### Signal wires on met1, run 1

Cells faint in the background.
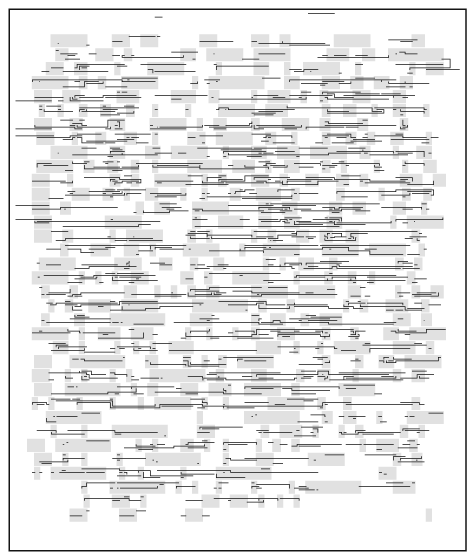
### The metal 2 layer, run 1

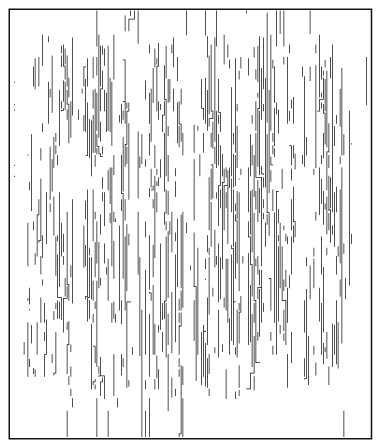
### Drive-strength map, run 1

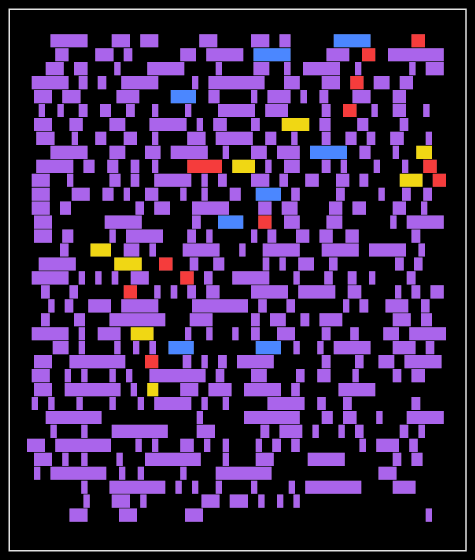
<file path="src/rtl/etc_frame_packer_pkg.sv">
// Shared constants for the ETC frame packer: ASCII codes, FSM states, frame length.
// FRAME_LEN is 14 when ETC_FRAME_CHECKSUM_EN is defined, 11 otherwise.
package etc_frame_pkg;

    localparam logic [7:0] ASC_S     = 8'h53;
    localparam logic [7:0] ASC_COMMA = 8'h2C;
    localparam logic [7:0] ASC_E     = 8'h45;
    localparam logic [7:0] ASC_STAR  = 8'h2A;
    localparam logic [7:0] ASC_CR    = 8'h0D;
    localparam logic [7:0] ASC_LF    = 8'h0A;
    localparam logic [7:0] ASC_0     = 8'h30;
    localparam logic [7:0] ASC_A     = 8'h41;

    localparam logic [1:0] ST_IDLE = 2'd0;
    localparam logic [1:0] ST_CONV = 2'd1;
    localparam logic [1:0] ST_SEND = 2'd2;

`ifdef ETC_FRAME_CHECKSUM_EN
    localparam int FRAME_LEN = 14;
`else
    localparam int FRAME_LEN = 11;
`endif

    function automatic logic [7:0] hex2ascii(input logic [3:0] nibble);
        return (nibble < 4'd10) ? ASC_0 + {4'd0, nibble} : ASC_A + {4'd0, nibble} - 8'd10;
    endfunction

endpackage

</file>
<file path="src/rtl/etc_frame_packer_if.sv">
// Byte-push link from the frame packer into the UART TX FIFO.
interface etc_frame_packer_if #(parameter int DATA_SIZE = 8);
    logic                 write;
    logic [DATA_SIZE-1:0] data;
    logic                 fifo_full;

    modport master (output write, output data, input fifo_full);
    modport slave  (input write, input data, output fifo_full);
endinterface

</file>
<file path="src/rtl/etc_frame_packer_bin2bcd_seq.sv">
// Sequential double-dabble: one bit per cycle, WIDTH_SPEED steps in total,
// the first step taken on the start edge itself.
module bin2bcd_seq #(
    parameter int WIDTH_SPEED = 14
) (
    input  logic                   clk,
    input  logic                   reset_n,
    input  logic                   start,
    input  logic [WIDTH_SPEED-1:0] bin,
    output logic                   busy,
    output logic [19:0]            bcd
);

    logic [WIDTH_SPEED-1:0] r_bin;
    logic [19:0]            r_bcd;
    logic [4:0]             r_cnt;
    logic [15:0]            w_adj_lo;

    function automatic logic [15:0] add3(input logic [15:0] v);
        logic [15:0] r;
        r = v;
        for (int i = 0; i < 4; i++)
            if (v[i*4 +: 4] >= 4'd5) r[i*4 +: 4] = v[i*4 +: 4] + 4'd3;
        return r;
    endfunction

    // Before the final shift the value is at most 32767, so the top digit never needs the +3.
    assign w_adj_lo = add3(r_bcd[15:0]);

    always_ff @(posedge clk) begin
        if (!reset_n)
            r_cnt <= 5'd0;
        else if (start)
            r_cnt <= 5'(WIDTH_SPEED - 1);
        else if (r_cnt != 5'd0)
            r_cnt <= r_cnt - 5'd1;
    end

    always_ff @(posedge clk) begin
        if (start) begin
            r_bcd <= {19'd0, bin[WIDTH_SPEED-1]};
            r_bin <= bin << 1;
        end else if (r_cnt != 5'd0) begin
            r_bcd <= {r_bcd[18:16], w_adj_lo, r_bin[WIDTH_SPEED-1]};
            r_bin <= r_bin << 1;
        end
    end

    assign busy = (r_cnt != 5'd0);
    assign bcd  = r_bcd;

endmodule

</file>
<file path="src/rtl/etc_frame_packer.sv">
// Packs each accepted measurement into "S ddddd ,E e CR LF" and pushes it into the TX FIFO.
// ETC_FRAME_CHECKSUM_EN adds "*HL" (XOR of 'S'..e in uppercase hex) before CR.
module etc_frame_packer
    import etc_frame_pkg::*;
#(
    parameter int WIDTH_SPEED = 14,
    parameter int DATA_SIZE   = 8
) (
    input  logic                   clk,
    input  logic                   reset_n,
    input  logic                   done,
    input  logic [WIDTH_SPEED-1:0] speed,
    input  logic [1:0]             valid_Epass,
    etc_frame_packer_if.master     fifo,
    output logic                   busy,
    output logic [7:0]             drop_cnt
);

    logic [1:0]  r_state;
    logic [3:0]  r_idx;
    logic [1:0]  r_epass;
    logic [7:0]  r_drop;
    logic        w_start;
    logic        w_write;
    logic        w_last;
    logic        w_conv_busy;
    logic [19:0] w_bcd;
    logic [7:0]  w_byte;
`ifdef ETC_FRAME_CHECKSUM_EN
    logic [7:0]  r_csum;
`endif

    assign w_start = (r_state == ST_IDLE) && done;
    assign w_write = (r_state == ST_SEND) && !fifo.fifo_full;
    assign w_last  = (r_idx == 4'(FRAME_LEN - 1));

    bin2bcd_seq #(.WIDTH_SPEED(WIDTH_SPEED)) u_bcd (
        .clk     (clk),
        .reset_n (reset_n),
        .start   (w_start),
        .bin     (speed),
        .busy    (w_conv_busy),
        .bcd     (w_bcd)
    );

    always_comb begin
        w_byte = 8'd0;
        case (r_idx)
            4'd0:    w_byte = ASC_S;
            4'd1:    w_byte = ASC_0 + {4'd0, w_bcd[19:16]};
            4'd2:    w_byte = ASC_0 + {4'd0, w_bcd[15:12]};
            4'd3:    w_byte = ASC_0 + {4'd0, w_bcd[11:8]};
            4'd4:    w_byte = ASC_0 + {4'd0, w_bcd[7:4]};
            4'd5:    w_byte = ASC_0 + {4'd0, w_bcd[3:0]};
            4'd6:    w_byte = ASC_COMMA;
            4'd7:    w_byte = ASC_E;
            4'd8:    w_byte = ASC_0 + {6'd0, r_epass};
`ifdef ETC_FRAME_CHECKSUM_EN
            4'd9:    w_byte = ASC_STAR;
            4'd10:   w_byte = hex2ascii(r_csum[7:4]);
            4'd11:   w_byte = hex2ascii(r_csum[3:0]);
            4'd12:   w_byte = ASC_CR;
            4'd13:   w_byte = ASC_LF;
`else
            4'd9:    w_byte = ASC_CR;
            4'd10:   w_byte = ASC_LF;
`endif
            default: w_byte = 8'd0;
        endcase
    end

    always_ff @(posedge clk) begin
        if (!reset_n) begin
            r_state <= ST_IDLE;
            r_idx   <= 4'd0;
            r_drop  <= 8'd0;
        end else begin
            // Any done outside IDLE is lost, including the edge that returns to IDLE.
            if (done && (r_state != ST_IDLE) && (r_drop != 8'hFF))
                r_drop <= r_drop + 8'd1;
            case (r_state)
                ST_IDLE: if (done) r_state <= ST_CONV;
                ST_CONV: if (!w_conv_busy) begin
                    r_state <= ST_SEND;
                    r_idx   <= 4'd0;
                end
                ST_SEND: if (w_write) begin
                    r_idx <= r_idx + 4'd1;
                    if (w_last) r_state <= ST_IDLE;
                end
                default: r_state <= ST_IDLE;
            endcase
        end
    end

    always_ff @(posedge clk) begin
        if (w_start) r_epass <= valid_Epass;
`ifdef ETC_FRAME_CHECKSUM_EN
        if (w_start)
            r_csum <= 8'd0;
        else if (w_write && (r_idx < 4'd9))
            r_csum <= r_csum ^ w_byte;
`endif
    end

    assign fifo.write = w_write;
    assign fifo.data  = (r_state == ST_SEND) ? w_byte : 8'd0;
    assign busy       = (r_state != ST_IDLE);
    assign drop_cnt   = r_drop;

endmodule

</file>
<file path="src/flat_wrapper.sv">
// flat-port wrapper written by rule: the top's interface ports become plain ports
module etc_frame_packer_flat import etc_frame_pkg::*;
#(
    parameter int WIDTH_SPEED = 14,
    parameter int DATA_SIZE   = 8
)
  (clk, reset_n, done, speed, valid_Epass, busy, drop_cnt, fifo_write, fifo_data, fifo_fifo_full);
  etc_frame_packer_if #(.DATA_SIZE(DATA_SIZE)) fifo_i ();
  input  logic clk;
  input  logic reset_n;
  input  logic done;
  input  logic [WIDTH_SPEED-1:0] speed;
  input  logic [1:0] valid_Epass;
  output logic busy;
  output logic [7:0] drop_cnt;
  output wire logic [$bits(fifo_i.write)-1:0] fifo_write;
  output wire logic [$bits(fifo_i.data)-1:0] fifo_data;
  input wire logic [$bits(fifo_i.fifo_full)-1:0] fifo_fifo_full;
  assign fifo_write = fifo_i.write;
  assign fifo_data = fifo_i.data;
  assign fifo_i.fifo_full = fifo_fifo_full;
  etc_frame_packer #(.WIDTH_SPEED(WIDTH_SPEED), .DATA_SIZE(DATA_SIZE)) u_core (.clk(clk), .reset_n(reset_n), .done(done), .speed(speed), .valid_Epass(valid_Epass), .fifo(fifo_i), .busy(busy), .drop_cnt(drop_cnt));
endmodule
</file>
<file path="config.mk">
export PLATFORM = sky130hd
export DESIGN_NAME = etc_frame_packer_flat
export DESIGN_NICKNAME = d
export VERILOG_FILES = /design/src/rtl/etc_frame_packer_pkg.sv /design/src/rtl/etc_frame_packer_if.sv /design/src/rtl/etc_frame_packer_bin2bcd_seq.sv /design/src/rtl/etc_frame_packer.sv /design/src/flat_wrapper.sv
export SDC_FILE = /design/constraint.sdc
export NUM_CORES = 1
export LEC_CHECK = 0
export CAP_MARGIN = 20
export CELL_PAD_IN_SITES_DETAIL_PLACEMENT = 2
export CELL_PAD_IN_SITES_GLOBAL_PLACEMENT = 2
export CORE_ASPECT_RATIO = 1.2
export CORE_MARGIN = 3
export CORE_UTILIZATION = 36
export CTS_CLUSTER_SIZE = 14
export DETAILED_ROUTE_END_ITERATION = 7
export PLACE_DENSITY_LB_ADDON = 0.1
export SLEW_MARGIN = 10
export SYNTH_ARGS = -nofsm -noshare
export SYNTH_HDL_FRONTEND = slang
export SYNTH_SLANG_ARGS = --single-unit
export TNS_END_PERCENT = 30
</file>
<file path="constraint.sdc">
create_clock -name clk -period 3 [get_ports clk]
set_input_delay 0.6 -clock clk [delete_from_list [all_inputs] [get_ports clk]]
set_output_delay 0.6 -clock clk [all_outputs]
set_load 0.05 [all_outputs]
</file>
==> impl_metrics.json, run 1 <==
{
  "outcome": "completed",
  "synth-edff-count": 16,
  "final_net_count": 415,
  "finalSetupTns_ns": 0,
  "cts.sinks": 54,
  "critPathMaxStageDelay_ns": 0.43,
  "cts_tree": "yes",
  "placementRows": 35,
  "ys_dominant_reg_cell": "dfxtp_1",
  "worst_pin_slew_ns": 0.7240,
  "comb_area_um2": 1587,
  "fin_crit_ns": 2.740,
  "area_leaders": "dfxtp_1, edfxtp_1, nand2_1",
  "fp.dieW_um": 88.73,
  "slew_headroom_pct": 51.67,
  "drt.antenna.violating_nets": 0,
  "dr_wl_met2_um": 4544,
  "hold_slack_ns": 0.4645,
  "cts_buffer_depth": 2,
  "final_core_util_pct": 44.84,
  "p_int_uw": 1671,
  "met3_usage_pct": 2.189,
  "endpoint_kind": "output pin",
  "cp_cell_sequence": "inv_1 > ha_1 > nor4_1 > o22ai_1 > nand2b_1 > nor2_1 > buf_12",
  "p_leak_uw": 0.001395,
  "critPathRequiredTime_ns": 2.40,
  "powerDensity_nw_per_um2": 819.1,
  "numCtsBuffers": 5,
  "synth_nets": 386,
  "yosysUniqueCellTypes": 50,
  "viasPerCell": 5.598,
  "critPathSlowestCell": "dfxtp_1",
  "synthCells": 351,
  "synthesis.area_um2": 2957,
  "dr.pass1.iters": 4,
  "switching_share_pct": 41.94,
  "num-fill-cells": 903,
  "rsz0062_at_grt": "false",
  "drv_slew": 0,
  "syn_avg_cell_area_um2": 8.423,
  "ys_seq_elements": 54,
  "finalSetupViolCount": 0,
  "seq_area_um2": 1241,
  "met3_length_um": 110,
  "hpwl_um": 6139,
  "route.detailed.drc": 0,
  "cap_violations": 0,
  "dr.max_layer_used": "met4",
  "first_iter_violations": 134,
  "io_pins": 38,
  "cts.clk_slew.worst_paths_ns": 0.10,
  "ys_chip_area_um2": 2957,
  "warning_count": 34,
  "die_area_um2": 9341,
  "fp.dieH_um": 105.3,
  "switching_power_uw": 1207,
  "overflow": 0,
  "grt_max_degree": 26,
  "synth_area_leader_cell": "dfxtp_1",
  "max_freq_ghz": 0.3650,
  "cts_hold_buffers": 0,
  "post_cts_buffers": 0,
  "port_buffers": 36,
  "coreArea_um2": 7839,
  "power_frac_comb_pct": 42.4,
  "cts_root_buf": "clkbuf_8",
  "busiest_layer": "met2",
  "initial_core_util_pct": 37.72,
  "dpl_cell_area_um2": 3426,
  "clock_latency_ns": 0.31,
  "gp_congestion": 0.7705,
  "antenna_found_initial": 0,
  "num_antenna_cells": 0,
  "fin_cells": 473,
  "finClkSkew_ns": 0.005216,
  "ir_drop_mv": 0.3936,
  "p_seq_share_pct": 43.3,
  "p_clk_share_pct": 14.3,
  "hold_path.class": "flip-flop to flip-flop"
}
Notes on 'Signal wires on met1' above:
The layer holds 45% of the routed length. The longest straight run is 28.1 um. The layer carries 3870 um of wire. 374 nets have wire on it. The wires run mostly horizontal.
via count: 2648
wirelength, routed: 8597 um

Notes on 'The metal 2 layer' above:
The wires run mostly vertical. The layer carries 4540 um of wire. The longest straight run is 43.2 um. The layer holds 53% of the routed length. 377 nets have wire on it.
met2 Use GR: 34.82%

Notes on 'Drive-strength map' above:
Red marks drive 3 to 4, cells 12, share 3.1%, most used buf_4. Yellow marks drive 2, cells 8, share 2.1%, most used a211oi_2. Purple marks drive 1 or less, cells 353, share 93%, most used nand2_1. Blue marks drive 6 and up, cells 8, share 2.1%, most used clkbuf_8.
area grow syn2layout: 18.87%
Final WS setup: 0.2603 ns
design area: 3515 um^2

[run 1: final cells by class]
cell class | instances | area share [%]
clock inverter | 1 | 0.2136
sequential | 54 | 35.32
timing repair buffer | 42 | 12.18
tap | 92 | 3.275
multi-input combinational | 261 | 45.14
clock buffer | 7 | 2.172
inverter | 16 | 1.709
[run 1: power groups by stage]
stage	Sequential, uW	Combinational, uW	Clock (uW)
2_1_floorplan	1180	883	0
3_3_place_gp	1250	1150	0
3_5_place_dp	1260	1230	0
4_1_cts	1250	1250	436
5_1_grt	1280	1380	461
6_report	1250	1220	411
[run 1: cell usage after synthesis, types with 7 or more instances]
cell	instances
nor2_1	31
nand2b_1	9
ha_1	15
nand2_1	59
nor3_1	12
edfxtp_1	16
dfxtp_1	38
inv_1	16
a21oi_1	29
o21ai_0	21
mux2i_1	8
clkbuf_1	14
a211oi_1	10
nand3_1	7
[run 1: kinds of logic after synthesis]
group / share of synthesized area, %
XOR/XNOR: 1.777
multiplexers: 3.089
other: 0.1268
flip-flops: 41.98
AND/OR/NAND/NOR: 22.73
buffers and inverters: 4.824
AND-OR/OR-AND: 19.13
adder cells (fa/ha/maj): 6.348
[run 1: worst paths after layout]
| kind | from | to | slack [ns] | cells past startpoint |
|---|---|---|---|---|
| worst max-delay path | u_core.r_idx[0]$_SDFFE_PN0P_ | fifo_data[0] | 0.26 | 7 |
| worst min-delay path | u_core.u_bcd.bcd[19]$_SDFFE_PP0N_ | u_core.u_bcd.bcd[19]$_SDFFE_PP0N_ | 0.46 | 2 |
| worst max register to register | u_core.u_bcd.r_cnt[0]$_SDFFE_PN0P_ | u_core.u_bcd.r_bin[11]$_DFFE_PP_ | 0.96 | 5 |
| worst min register to register | u_core.u_bcd.bcd[19]$_SDFFE_PP0N_ | u_core.u_bcd.bcd[19]$_SDFFE_PP0N_ | 0.46 | 2 |
[run 1: through the flow]
step,total power [uW],worst slack [ns]
final,2879,0.2603
after global routing,3123,0.02437
after CTS,2935,0.1001
after detailed placement,2497,0.4670
after global placement,2401,0.5414
after floorplan,2067,0.3084
[run 1: layout by cell type (no fill, tap or decap), types with 10 or more instances in the layout]
cell and count:
dfxtp_1 38, ha_1 14, edfxtp_1 16, a21oi_1 29, buf_4 10, nor2_1 31, nand2_1 59, o21ai_0 21
inv_1 16, nor3_1 12, clkdlybuf4s50_1 28
[run 1: worst max-delay path, delay by kind of cell (launching register included)]
| family | cells | cell delay (ns) |
|---|---|---|
| AND-OR/OR-AND | 1 | 0.13 |
| flip-flops | 1 | 0.43 |
| AND/OR/NAND/NOR | 3 | 0.64 |
| buffers and inverters | 2 | 0.28 |
| adder cells (fa/ha/maj) | 1 | 0.35 |
[run 1: flip-flops by register name, indices dropped and copies added (netlist names)]
name / count
u_core.drop_cnt: 8
u_core.r_epass: 2
u_core.r_idx: 4
u_core.r_state: 2
u_core.u_bcd.bcd: 20
u_core.u_bcd.r_bin: 13
u_core.u_bcd.r_cnt: 5
[run 1: timing repair]
item / 4_1_cts / 5_1_grt
endpoints found under the hold margin: 0 / 0
gates resized: 0 / 2
setup endpoints to repair: 0 / 2
### Track usage over the die, run 1

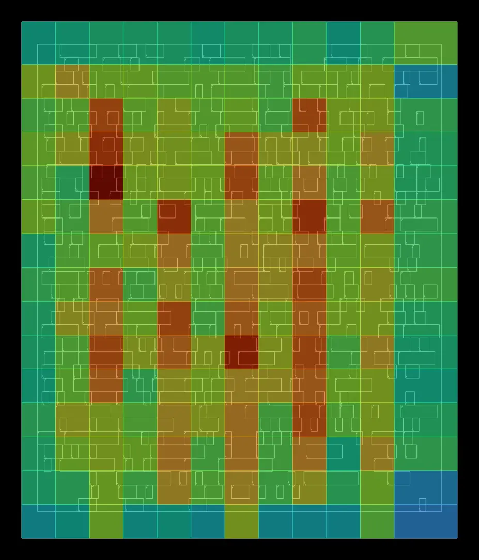

--- run 2 (diff from run 1) ---
--- a/config.mk
+++ b/config.mk
@@ -10,7 +10,7 @@
 export CELL_PAD_IN_SITES_GLOBAL_PLACEMENT = 2
 export CORE_ASPECT_RATIO = 1.2
 export CORE_MARGIN = 3
-export CORE_UTILIZATION = 36
+export CORE_UTILIZATION = 30
 export CTS_CLUSTER_SIZE = 14
 export DETAILED_ROUTE_END_ITERATION = 7
 export PLACE_DENSITY_LB_ADDON = 0.1
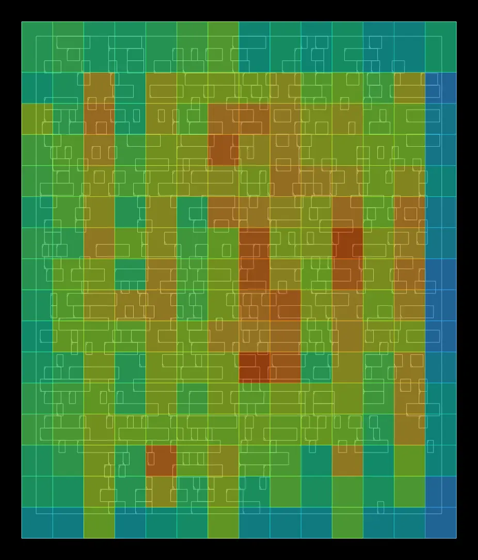
*Track usage over the die, run 2*
global route hottest layer: met2
Final Core Density: 37.99%

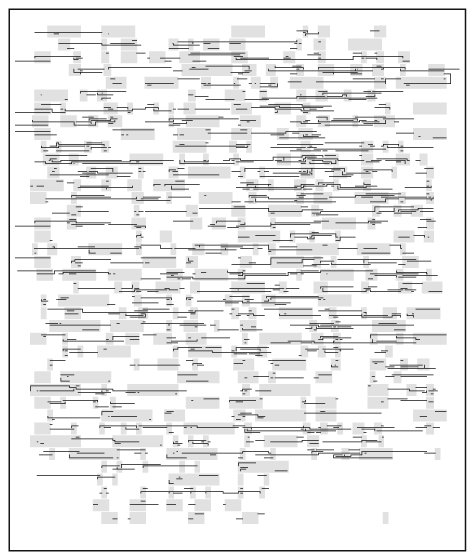
*Signal wires on met1, run 2*
Cells faint in the background.
The longest straight run is 25.3 um. 374 nets have wire on it.

==> run 2 against run 1 <==
Against the previous run: clock power increased by 68%; first-iteration DRC count decreased by 47%; critical endpoint is now fifo_data[1]; global-route usage decreased by 3.4 points; clock skew increased by 0.0031 ns; via count decreased by 0.83%; die area increased by 19%; highest routed layer unchanged.
==> impl_metrics.json, run 2 <==
{
  "ctsResizeCount": 0,
  "ir_drop_mv": 0.3270,
  "die_area_um2": 11090,
  "final_net_count": 413,
  "hpwl_um": 6005,
  "lay_top_count": "nand2_1",
  "p_seq_share_pct": 39.8,
  "switching_power_uw": 1236,
  "numCtsBuffers": 5,
  "slew_headroom_pct": 49.45,
  "finalSetupViolCount": 0,
  "p_int_uw": 1905,
  "drv_slew": 0,
  "synthCells": 351,
  "synth_area_leader_cell": "dfxtp_1",
  "coreArea_um2": 9564,
  "ys_seq_elements": 54,
  "outcome": "completed",
  "gp_congestion": 0.7502,
  "critPathRequiredTime_ns": 2.40,
  "dpl_cell_area_um2": 3460,
  "critPathSlowestCell": "ha_1",
  "worst_pin_slew_ns": 0.7572,
  "port_buffers": 36,
  "io_pins": 38,
  "switching_share_pct": 39.35,
  "ys_chip_area_um2": 2957,
  "fin_crit_ns": 2.754,
  "finalSetupTns_ns": 0,
  "common_cells": "nand2_1, dfxtp_1, nor2_1, a21oi_1, o21ai_0",
  "clock_latency_ns": 0.30,
  "num-fill-cells": 1123,
  "warning_count": 34,
  "grt_max_degree": 26,
  "p_leak_uw": 0.001416,
  "dr.pass1.iters": 4,
  "fp.dieW_um": 96.63,
  "hold_path.class": "flip-flop to flip-flop",
  "route.detailed.drc": 0,
  "cts_buffer_depth": 2,
  "synth_nets": 386,
  "path_delay_family": "adder cells",
  "viasPerCell": 5.231,
  "cts.clk_slew.worst_paths_ns": 0.08,
  "num_antenna_cells": 0,
  "synth-edff-count": 16,
  "endpoint_kind": "output pin",
  "cp_num_buf_inv": 2,
  "max_freq_ghz": 0.3631,
  "p_clk_share_pct": 21.9,
  "critPathMaxStageDelay_ns": 0.48,
  "first_iter_violations": 71,
  "final_area_um2": 3633,
  "ys_dominant_reg_cell": "dfxtp_1",
  "cts_hold_buffers": 0,
  "cts_root_buf": "clkbuf_16",
  "fp.dieH_um": 114.8,
  "power_frac_comb_pct": 38.3,
  "cts_tree": "yes",
  "largest_reg_flops": 20,
  "layout_top_cells": "nand2_1, dfxtp_1, nor2_1, a21oi_1, clkdlybuf4s50_1",
  "antenna_found_initial": 0,
  "syn_avg_cell_area_um2": 8.423,
  "cap_violations": 0,
  "area_leaders": "dfxtp_1, edfxtp_1, nand2_1",
  "drt.antenna.violating_nets": 0
}
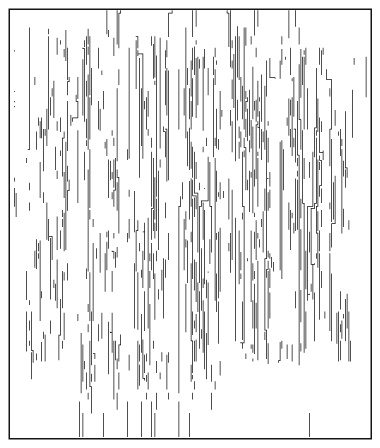
*The metal 2 layer, run 2*
The wires run mostly vertical. The layer carries 4730 um of wire. The layer holds 56% of the routed length. The longest straight run is 56.3 um. 371 nets have wire on it.
wirelength, routed: 8500 um
via count: 2626
met2 Use GR: 30.43%

[run 2: power by group through the flow]
stage          logic [uW]  clock network, uW  registers [uW]
2_1_floorplan         883                  0            1180
3_3_place_gp         1170                  0            1270
3_5_place_dp         1220                  0            1270
4_1_cts              1240                714            1260
5_1_grt              1390                739            1290
6_report             1200                689            1250
[run 2: stage by stage]
step                total power [uW]  hold WS (ns)  worst slack (ns)  std cells  util, %
global placement                2441        0.4548            0.5918        494    36.17
global route                    3420        0.5155           0.03236        502    37.99
CTS                             3213        0.4869            0.2205        502    37.99
detailed placement              2498        0.4764            0.5607        494    36.17
finish                          3141        0.4881            0.2458        502    37.99
floorplan                       2067        0.4317            0.3084        351        -
[run 2: cell families after synthesis]
family	after synthesis	share of synthesized area [%]
AND-OR/OR-AND	89	19.13
XOR/XNOR	6	1.777
adder cells (fa/ha/maj)	15	6.348
buffers and inverters	36	4.824
flip-flops	54	41.98
multiplexers	9	3.089
other	1	0.1268
AND/OR/NAND/NOR	141	22.73
[run 2: worst min-delay path: cells and delay by family, from the launching register on]
kind            cells  cell delay, ns
flops               1            0.33
simple gates        1            0.06
compound gates      1            0.05
[run 2: final timing paths]
path	startpoint	end	slack, ns	cells past startpoint
setup / recovery	u_core.r_idx[0]$_SDFFE_PN0P_	fifo_data[1]	0.25	6
setup reg to reg	u_core.u_bcd.r_cnt[0]$_SDFFE_PN0P_	u_core.u_bcd.r_bin[5]$_DFFE_PP_	0.95	5
hold / removal	u_core.u_bcd.bcd[19]$_SDFFE_PP0N_	u_core.u_bcd.bcd[19]$_SDFFE_PP0N_	0.49	2
hold reg to reg	u_core.u_bcd.bcd[19]$_SDFFE_PP0N_	u_core.u_bcd.bcd[19]$_SDFFE_PP0N_	0.49	2
[run 2: cell type report]
type / count / area, um^2 / share of cell area [%]
Tap cell: 123 / 153.9 / 4.236
Clock inverter: 3 / 48.80 / 1.343
Timing Repair Buffer: 40 / 420.4 / 11.57
Clock buffer: 5 / 125.1 / 3.444
Inverter: 16 / 60.06 / 1.653
Sequential cell: 54 / 1241 / 34.16
Multi-Input combinational cell: 261 / 1584 / 43.60
[run 2: layer usage]
layer / GRT usage [%] / vias up / wire length (um)
met4: 3.371 / 0 / 74
met5: 0 / - / 0
met1: 18.76 / 1310 / 3579
met2: 30.43 / 20 / 4729
met3: 2.184 / 6 / 116
li1: - / 1290 / -
Power figures rest on the tool's default switching activity, not on a simulated workload.
